--- config.mk ---
export PLATFORM = sky130hd
export DESIGN_NAME = doa_peak_search
export DESIGN_NICKNAME = d
export VERILOG_FILES = /design/src/rtl/bartlett_pkg.sv /design/src/rtl/doa_peak_search.sv
export SDC_FILE = /design/constraint.sdc
export NUM_CORES = 1
export LEC_CHECK = 0
export ABC_AREA = 1
export CORE_UTILIZATION = 40
export DETAILED_ROUTE_END_ITERATION = 10
export REMOVE_ABC_BUFFERS = 1
export SLEW_MARGIN = 20
export SYNTH_ARGS = -nofsm -noshare
export SYNTH_HDL_FRONTEND = slang
export SYNTH_SLANG_ARGS = --single-unit
--- constraint.sdc ---
create_clock -name clk -period 4.34 [get_ports clk]
set_input_delay 0.868 -clock clk [delete_from_list [all_inputs] [get_ports clk]]
set_output_delay 0.868 -clock clk [all_outputs]
set_load 0.01 [all_outputs]
--- src/rtl/bartlett_pkg.sv ---
// Shared constants for the Bartlett DOA pipeline stages.
// Also holds the peak-search state type and a saturating 8-bit increment.
package bartlett_pkg;

    localparam int MATRIX_SIZE = 4;
    localparam int THETA_COUNT = 19;
    localparam int THETA_IDX_W = $clog2(THETA_COUNT);

    typedef enum logic {
        ST_ACCUM = 1'b0,
        ST_HOLD  = 1'b1
    } peak_state_e;

    function automatic logic [7:0] sat_inc8(input logic [7:0] v);
        return (v == 8'hFF) ? v : v + 8'd1;
    endfunction

endpackage

--- src/rtl/doa_peak_search.sv ---
// Tracks the strongest P(theta) beat of a sweep and emits {index, power} once per sweep.
// Handshakes are AXI-stream: a beat moves only on a cycle where valid and ready are both 1.
module doa_peak_search #(
    parameter int NUM_SIZE    = 32,
    parameter int THETA_COUNT = bartlett_pkg::THETA_COUNT
) (
    input  logic                    clk,
    input  logic                    reset_n,
    input  logic [2*NUM_SIZE-1:0]   s_axis_p_tdata,
    input  logic                    s_axis_p_tvalid,
    input  logic                    s_axis_p_tlast,
    input  logic                    s_axis_p_tuser,
    output logic                    s_axis_p_tready,
    output logic [NUM_SIZE+7:0]     m_axis_tdata,
    output logic                    m_axis_tvalid,
    output logic                    m_axis_tuser,
    output logic                    m_axis_tlast,
    input  logic                    m_axis_tready
);
    import bartlett_pkg::*;

    localparam logic [7:0] THETA_CNT8 = 8'(THETA_COUNT);

    peak_state_e                state_q, state_d;
    logic [7:0]                 cnt_q, cnt_d;
    logic                       err_q, err_d;
    logic                       first_q, first_d;
    logic signed [NUM_SIZE-1:0] best_pwr_q, best_pwr_d;
    logic [7:0]                 best_idx_q, best_idx_d;
    logic [NUM_SIZE+7:0]        res_data_q, res_data_d;
    logic                       res_err_q, res_err_d;

    logic                       beat_acc;
    logic                       take_beat;
    logic signed [NUM_SIZE-1:0] beat_pwr;
    logic signed [NUM_SIZE-1:0] cand_pwr;
    logic [7:0]                 cand_idx;
    logic [7:0]                 cnt_inc;
    logic                       cand_err;
    logic                       unused_upper;

    // Upper half of the beat carries nothing this stage needs.
    assign unused_upper = ^s_axis_p_tdata[2*NUM_SIZE-1:NUM_SIZE];

    assign beat_acc  = s_axis_p_tvalid & s_axis_p_tready;
    assign beat_pwr  = signed'(s_axis_p_tdata[NUM_SIZE-1:0]);
    // Strict compare keeps the earliest index on ties.
    assign take_beat = first_q | (beat_pwr > best_pwr_q);
    assign cand_pwr  = take_beat ? beat_pwr : best_pwr_q;
    assign cand_idx  = take_beat ? cnt_q : best_idx_q;
    assign cnt_inc   = sat_inc8(cnt_q);
    assign cand_err  = err_q | s_axis_p_tuser | (cnt_q >= THETA_CNT8);

    always_ff @(posedge clk or negedge reset_n) begin
        if (!reset_n) begin
            state_q    <= ST_ACCUM;
            cnt_q      <= 8'd0;
            err_q      <= 1'b0;
            first_q    <= 1'b1;
            best_pwr_q <= '0;
            best_idx_q <= 8'd0;
            res_data_q <= '0;
            res_err_q  <= 1'b0;
        end else begin
            state_q    <= state_d;
            cnt_q      <= cnt_d;
            err_q      <= err_d;
            first_q    <= first_d;
            best_pwr_q <= best_pwr_d;
            best_idx_q <= best_idx_d;
            res_data_q <= res_data_d;
            res_err_q  <= res_err_d;
        end
    end

    always_comb begin
        state_d = state_q;
        case (state_q)
            ST_ACCUM: if (beat_acc && s_axis_p_tlast) state_d = ST_HOLD;
            ST_HOLD:  if (m_axis_tready)              state_d = ST_ACCUM;
            default:                                  state_d = ST_ACCUM;
        endcase
    end

    always_comb begin
        cnt_d      = cnt_q;
        err_d      = err_q;
        first_d    = first_q;
        best_pwr_d = best_pwr_q;
        best_idx_d = best_idx_q;
        res_data_d = res_data_q;
        res_err_d  = res_err_q;
        if (beat_acc) begin
            cnt_d      = cnt_inc;
            err_d      = cand_err;
            first_d    = 1'b0;
            best_pwr_d = cand_pwr;
            best_idx_d = cand_idx;
            if (s_axis_p_tlast) begin
                res_data_d = {cand_idx, cand_pwr};
                res_err_d  = cand_err | (cnt_inc != THETA_CNT8);
            end
        end
        // Result taken: the next sweep starts from a clean slate on the same edge.
        if (state_q == ST_HOLD && m_axis_tready) begin
            cnt_d   = 8'd0;
            err_d   = 1'b0;
            first_d = 1'b1;
        end
    end

    always_comb begin
        s_axis_p_tready = (state_q == ST_ACCUM);
        m_axis_tvalid   = (state_q == ST_HOLD);
        m_axis_tlast    = (state_q == ST_HOLD);
        m_axis_tdata    = res_data_q;
        m_axis_tuser    = res_err_q;
    end

endmodule

run_1/power_grid.png
Scale: 4 px per um. Pins as bars on the die edge.
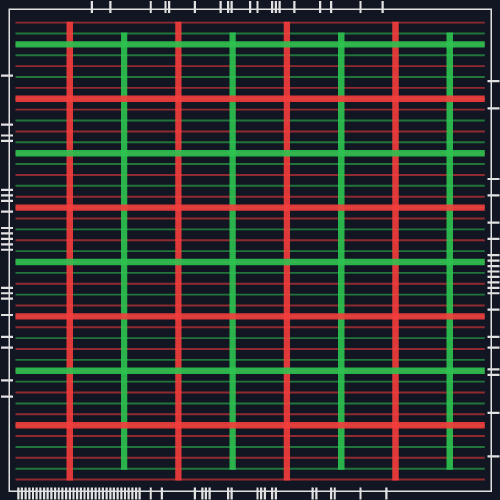
[VDD] green
[VSS] red
rows: 42
met1 rails: 43
met4 straps: 8
signal pins: 114
met5 straps: 8

run_1/clk_routes.png
Scale: 4 px per um.
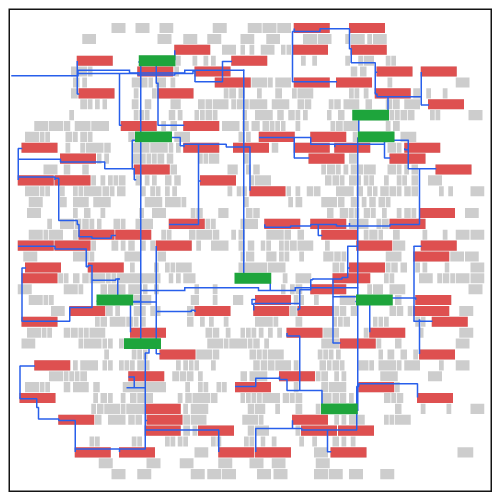
[clock drivers] green | count: 9
[flip-flops] red | count: 92
[clock wires] blue | length: 1,330 um
routed clock nets: 10
flops lie: widely spread

run_1/cell_density.png
Scale: 2 px per um. 12 x 12 tiles, from white (low) to dark blue (high), 0 to 100% covered.
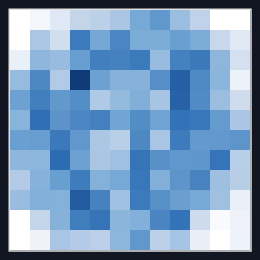
nearly empty tiles: 4.9%
mean over tiles: 46%
tiles over 75% full: 3.5%

==> metrics.cfg, run 1 <==
[run_status]
status=finished clean

[power_and_ir_drop]
power_mw=4.23

[layout]
n_antenna_cell=0
drive_gt1_frac=0.0962
lay_top_cells=212 x nand2_1, 127 x nand3_1, 103 x inv_1
post_layout_nonfiller_instances=956
final_util=0.507

[cts]
cts_resized=0

[synth]
ys_ff=92
synth_area_per_cell_um2=7.90
ys_seq_share=0.413
common_cells=212 x nand2_1, 127 x nand3_1, 103 x inv_1

[worst_hold_path]
hold_class=flop to flop
holdCritStartpoint=m_axis_tdata[38]

[routing]
dr_wl_met3_um=711
top_layer=met4
routed_wl_um=13500
drtIter0Drc=424
viasPerCell=4.93

[timing]
fmax_ghz=0.305
finalCritPeriodShare=0.755

[floorplanning]
io-pin-count=114

[flow_run]
drv_cap=0

[worst_setup_path]
cp_max_fo=40
critPathLaunchType=primary input
ff2ff_setup_slack_ns=1.66

[placed_design]
dp_cells=940
numPortBuffers=81

[grt]
antenna_found_initial=0

[run 1: how the worst max path moves through the flow]
stage,from,endpoint,slack [ns],cells after the start
floorplan,s_axis_p_tvalid,m_axis_tuser,0.28,6
global placement,s_axis_p_tdata[31],m_axis_tdata[31],0.68,15
detailed placement,s_axis_p_tdata[31],m_axis_tdata[12],0.66,15
CTS,s_axis_p_tdata[31],m_axis_tdata[31],1.04,15
global route,s_axis_p_tdata[23],m_axis_tdata[28],0.78,14
finish,s_axis_p_tdata[31],m_axis_tdata[25],1.06,15
[run 1: worst max-delay path: cells and delay by family]
family	cells	cell delay (ns)
and+or+nand+nor	11	1.61
adders and majority gates	1	0.32
AOI/OAI and AO/OA	1	0.17
buffers and inverters	2	0.51
[run 1: logic make-up (layout without fill, tap and decap cells)]
| kind of cell | Yosys count | in the layout | synth area share |
|---|---|---|---|
| compound gates | 34 | 34 | 0.0343 |
| simple gates | 408 | 408 | 0.368 |
| xor+xnor | 3 | 3 | 0.00471 |
| buf+inv | 136 | 210 | 0.107 |
| fa+ha+maj | 33 | 33 | 0.0740 |
| flops | 92 | 92 | 0.413 |
[run 1: where the power goes]
group          internal [mW]  total [mW]  switching (mW)
clock network          0.520       0.869           0.350
registers               1.20        1.39           0.191
logic                  0.817        1.97            1.16
total                   2.53        4.23            1.70
[run 1: state kept, by name (all words and copies together) (netlist names)]
signal,count
err_q,1
m_axis_tlast,1
m_axis_tdata,40
best_pwr_q,32
cnt_q,8
first_q,1
best_idx_q,8
m_axis_tuser,1
[run 1: final cells by class]
type	count	area (um2)	share of cell area
clock buffers	10	239	0.0352
clock inverters	6	87.6	0.0129
inverters	106	398	0.0586
multi-input cells	478	2680	0.395
flip-flops and latches	92	2300	0.339
well taps	176	220	0.0324
repair buffers	88	865	0.127
run_1/congestion.png
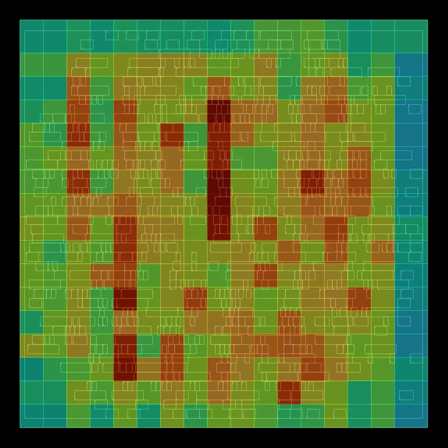

--- run 2 (diff from run 1) ---
clock period = 3.19 ns   (was 4.34 ns; I/O delays follow)
run_2/congestion.png
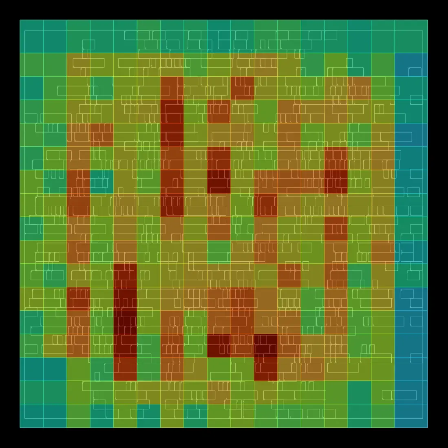
met1 Resource Use GR: 0.263
met3 Use GR: 0.0471
drt wl/cell: 14.2 um
grt peak-use layer: met2

==> run 2 against run 1 <==
Non-clock buffer count up 8. Synthesized cell count unchanged. Die size unchanged. Largest power group unchanged. Highest routed layer unchanged.
==> metrics.cfg, run 2 <==
[run_status]
status=finished clean

[routing]
viasPerCell=4.97  ; +0.77%
drtIter0Drc=290  ; -32%

[timing]
finalCritPeriodShare=0.854
fmax_ghz=0.367

[layout]
final_util=0.518  ; +0.0110
lay_top_cells=212 x nand2_1, 127 x nand3_1, 103 x inv_1
largest_reg_flops=40  ; unchanged
n_antenna_cell=0  ; unchanged

[cts]
cts_resized=0  ; unchanged

[flow_run]
drv_cap=0  ; unchanged

[worst_hold_path]
hold_class=primary input to asynchronous set/reset pin

[power_and_ir_drop]
power_mw=6.00  ; +42%

[grt]
antenna_found_initial=0  ; unchanged

[worst_setup_path]
ff2ff_setup_slack_ns=0.81  ; -0.85 ns
cp.buffers_inverters=3  ; +1
critPathLaunchType=primary input

[synth]
synth_area_per_cell_um2=7.90  ; unchanged
ys_seq_share=0.413  ; unchanged
ys_ff=92  ; unchanged

run_2/clk_routes.png
Scale: 4 px per um.
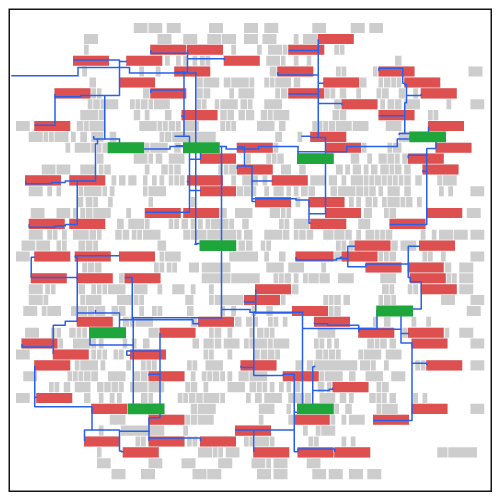
[flip-flops] red | count: 92
[clock wires] blue | length: 1,290 um
[clock drivers] green | count: 9
flops lie: widely spread
clock power share: 0.207
Clk Latency, worst-skew pair: 0.35 ns
clock network power: 1.24 mW
Post-Route Skew: 0.00817 ns

run 2: layout make-up:
cell class	instances	area (um2)
Clock buffer	10	229
Multi-Input combinational cell	478	2680
Inverter	106	398
Tap cell	176	220
Clock inverter	6	114
Fill cell	1283	6460
Sequential cell	92	2300
Timing Repair Buffer	96	996
run 2: through the flow:
| stage | setup TNS, ns | std cells | instance area (um2) |
|---|---|---|---|
| 2_1_floorplan | -24.28 | 676 | 5380 |
| 6_report | 0 | 964 | 6940 |
| 5_1_grt | 0 | 964 | 6940 |
| 3_3_place_gp | 0 | 948 | 6600 |
| 4_1_cts | 0 | 964 | 6940 |
| 3_5_place_dp | 0 | 948 | 6600 |
run 2: layer usage:
layer / wire length [um] / track usage / up-vias
met5: 0 / 0 / -
met4: 239 / 0.0695 / 0
met3: 703 / 0.0471 / 23
met2: 6540 / 0.340 / 131
met1: 6230 / 0.263 / 2264
li1: - / - / 2372
run 2: final timing paths:
kind | startpoint | end | depth (start not counted)
min in group clk | m_axis_tdata[6] | m_axis_tdata[6] | 2
hold reg to reg | m_axis_tdata[6] | m_axis_tdata[6] | 2
hold / removal | reset_n | m_axis_tdata[22] | 2
max in group asynchronous | reset_n | m_axis_tdata[19] | 2
setup reg to reg | best_pwr_q[23] | m_axis_tdata[36] | 14
setup / recovery | s_axis_p_tdata[21] | m_axis_tdata[36] | 14
run 2: kinds of logic after synthesis:
family,synth area share
buf+inv,0.107
simple gates,0.368
compound gates,0.0343
fa+ha+maj,0.0740
flops,0.413
xor+xnor,0.00471
run 2: report_power, final:
| part | switching [mW] | internal [mW] |
|---|---|---|
| Sequential | 0.264 | 1.63 |
| Combinational | 1.62 | 1.25 |
| Clock | 0.474 | 0.768 |
| Total | 2.36 | 3.65 |
run_2/cell_density.png
Scale: 2 px per um. 12 x 12 tiles, from white (low) to dark blue (high), 0 to 100% covered.
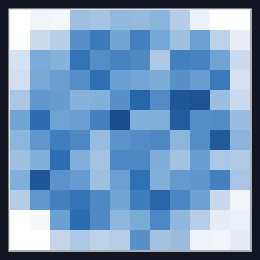

--- run 3 (diff from run 2) ---
clock period = 2.8 ns   (was 3.19 ns; I/O delays follow)
run_3/cell_density.png
Scale: 2 px per um. 12 x 12 tiles, from white (low) to dark blue (high), 0 to 100% covered.
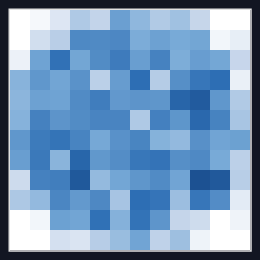
fullest tile: 87%
tiles over 75% full: 6.9%
mean over tiles: 47%
nearly empty tiles: 6.9%
Core Util, Final: 0.524
Pre-Place Util: 0.416

==> run 3 against run 2 <==
Worst setup slack worse by 0.22 ns. First-iteration DRC count rose by 23%. Cell count rose by 0.73%.
==> metrics.cfg, run 3 <==
[timing]
finalCritPeriodShare=0.913
final.setup.tns_ns=0  ; unchanged
hold_ws_ns=0.219
fmax_ghz=0.391
skew_ns=0.00900  ; +0.000829 ns

[grt]
busiest_layer=met2
use_met1=0.262  ; -0.00121
antenna_found_initial=0  ; unchanged

[worst_setup_path]
cp.buffers_inverters=3  ; unchanged
r2r-start=best_pwr_q[23]
critPathLaunchType=primary input
slowest_stage=clkdlybuf4s50_1
worstSetupStartpoint=s_axis_p_tdata[31]

[synth]
ys_seq_share=0.413  ; unchanged
ys_ff=92  ; unchanged
yosysWarningCount=0
logic_family=simple AND/OR/NAND/NOR gates
mux_share=0  ; unchanged
ys_sh_adder=0.0740  ; unchanged
ys_sh_aoi=0.0343  ; unchanged
synth_area_per_cell_um2=7.90  ; unchanged

[run_status]
status=finished clean

[routing]
met2WireLength_um=6660  ; +1.9%
top_layer=met4
dr_wl_met3_um=569  ; -19%
viasPerCell=4.91  ; -1.1%
wl_met1_um=6230  ; about the same

[power_and_ir_drop]
switchingPower_mw=2.68  ; +14%
pwr-share-comb=0.476  ; -0.002
p_clk_frac=0.216  ; +0.009
swShare=0.383  ; -0.00958
clock_power_mw=1.51  ; +22%
intPower_mw=4.31  ; +18%
top_power_group=combinational cells
pg_seq_mw=2.15  ; +14%
combinationalPower_mw=3.33  ; +16%

[layout]
n_antenna_cell=0  ; unchanged
fillers=1288  ; +0.39%
lay_top_cells=212 x nand2_1, 127 x nand3_1, 103 x inv_1
logic_area_um2=2680  ; unchanged

[worst_hold_path]
hold_class=primary input to asynchronous set/reset pin

[cts]
cts_resized=0  ; unchanged
clkLatencyLatePin_ns=0.35  ; about the same

[flow_run]
drv_cap=0  ; unchanged

run_3/congestion.png
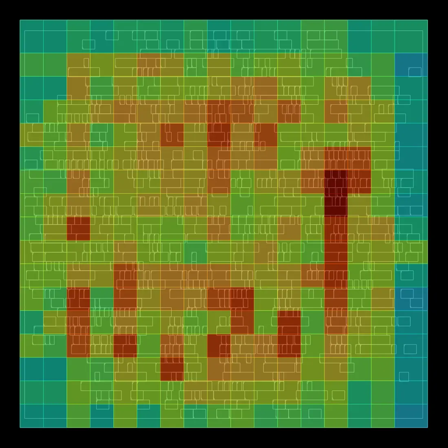
met3 Use GR: 0.0452
drt wl/cell: 14.0 um
met2 usage: 0.339

## run 3: cell count changes in the layout (fill, tap and decap cells not counted)
cell | previous run | this run
clkinv_2 | 0 | 1
clkbuf_8 | 0 | 1
buf_4 | 10 | 17
inv_6 | 0 | 1
clkinvlp_4 | 2 | 0
clkbuf_1 | 1 | 0
bufinv_16 | 3 | 4
clkinv_4 | 1 | 0
## run 3: cell families after synthesis
family	after synthesis
fa+ha+maj	33
buf+inv	136
compound gates	34
flops	92
xor+xnor	3
simple gates	408
## run 3: path summary, 6_finish.rpt
| kind | cells after the start | to | slack (ns) |
|---|---|---|---|
| worst max-delay path | 16 | m_axis_tdata[36] | 0.24 |
| worst min-delay path | 1 | m_axis_tdata[22] | 0.22 |
| worst max register to register | 14 | m_axis_tdata[36] | 0.51 |
| worst min register to register | 2 | best_pwr_q[15] | 0.48 |
| max in group asynchronous | 2 | first_q | 1.84 |
| min in group clk | 2 | best_pwr_q[15] | 0.48 |
## run 3: cell type report
type / instances / share of cell area
clock buffers: 10 / 0.0340
clock inverters: 6 / 0.0191
multi-input cells: 478 / 0.382
flip-flops and latches: 92 / 0.328
well taps: 176 / 0.0313
inverters: 106 / 0.0566
repair buffers: 103 / 0.149
## run 3: per-stage QoR
step / worst slack [ns] / utilization / instances / instance area (um2) / power (mW)
3_3_place_gp: -0.104 / 0.496 / 955 / 6650 / 5.40
6_report: 0.243 / 0.524 / 971 / 7030 / 6.99
4_1_cts: 0.240 / 0.524 / 971 / 7030 / 7.06
2_1_floorplan: -0.998 / - / 676 / 5380 / 4.12
3_5_place_dp: -0.130 / 0.496 / 955 / 6650 / 5.51
5_1_grt: 0.0844 / 0.524 / 971 / 7030 / 7.54
Power is estimated from default activity; no workload was simulated.
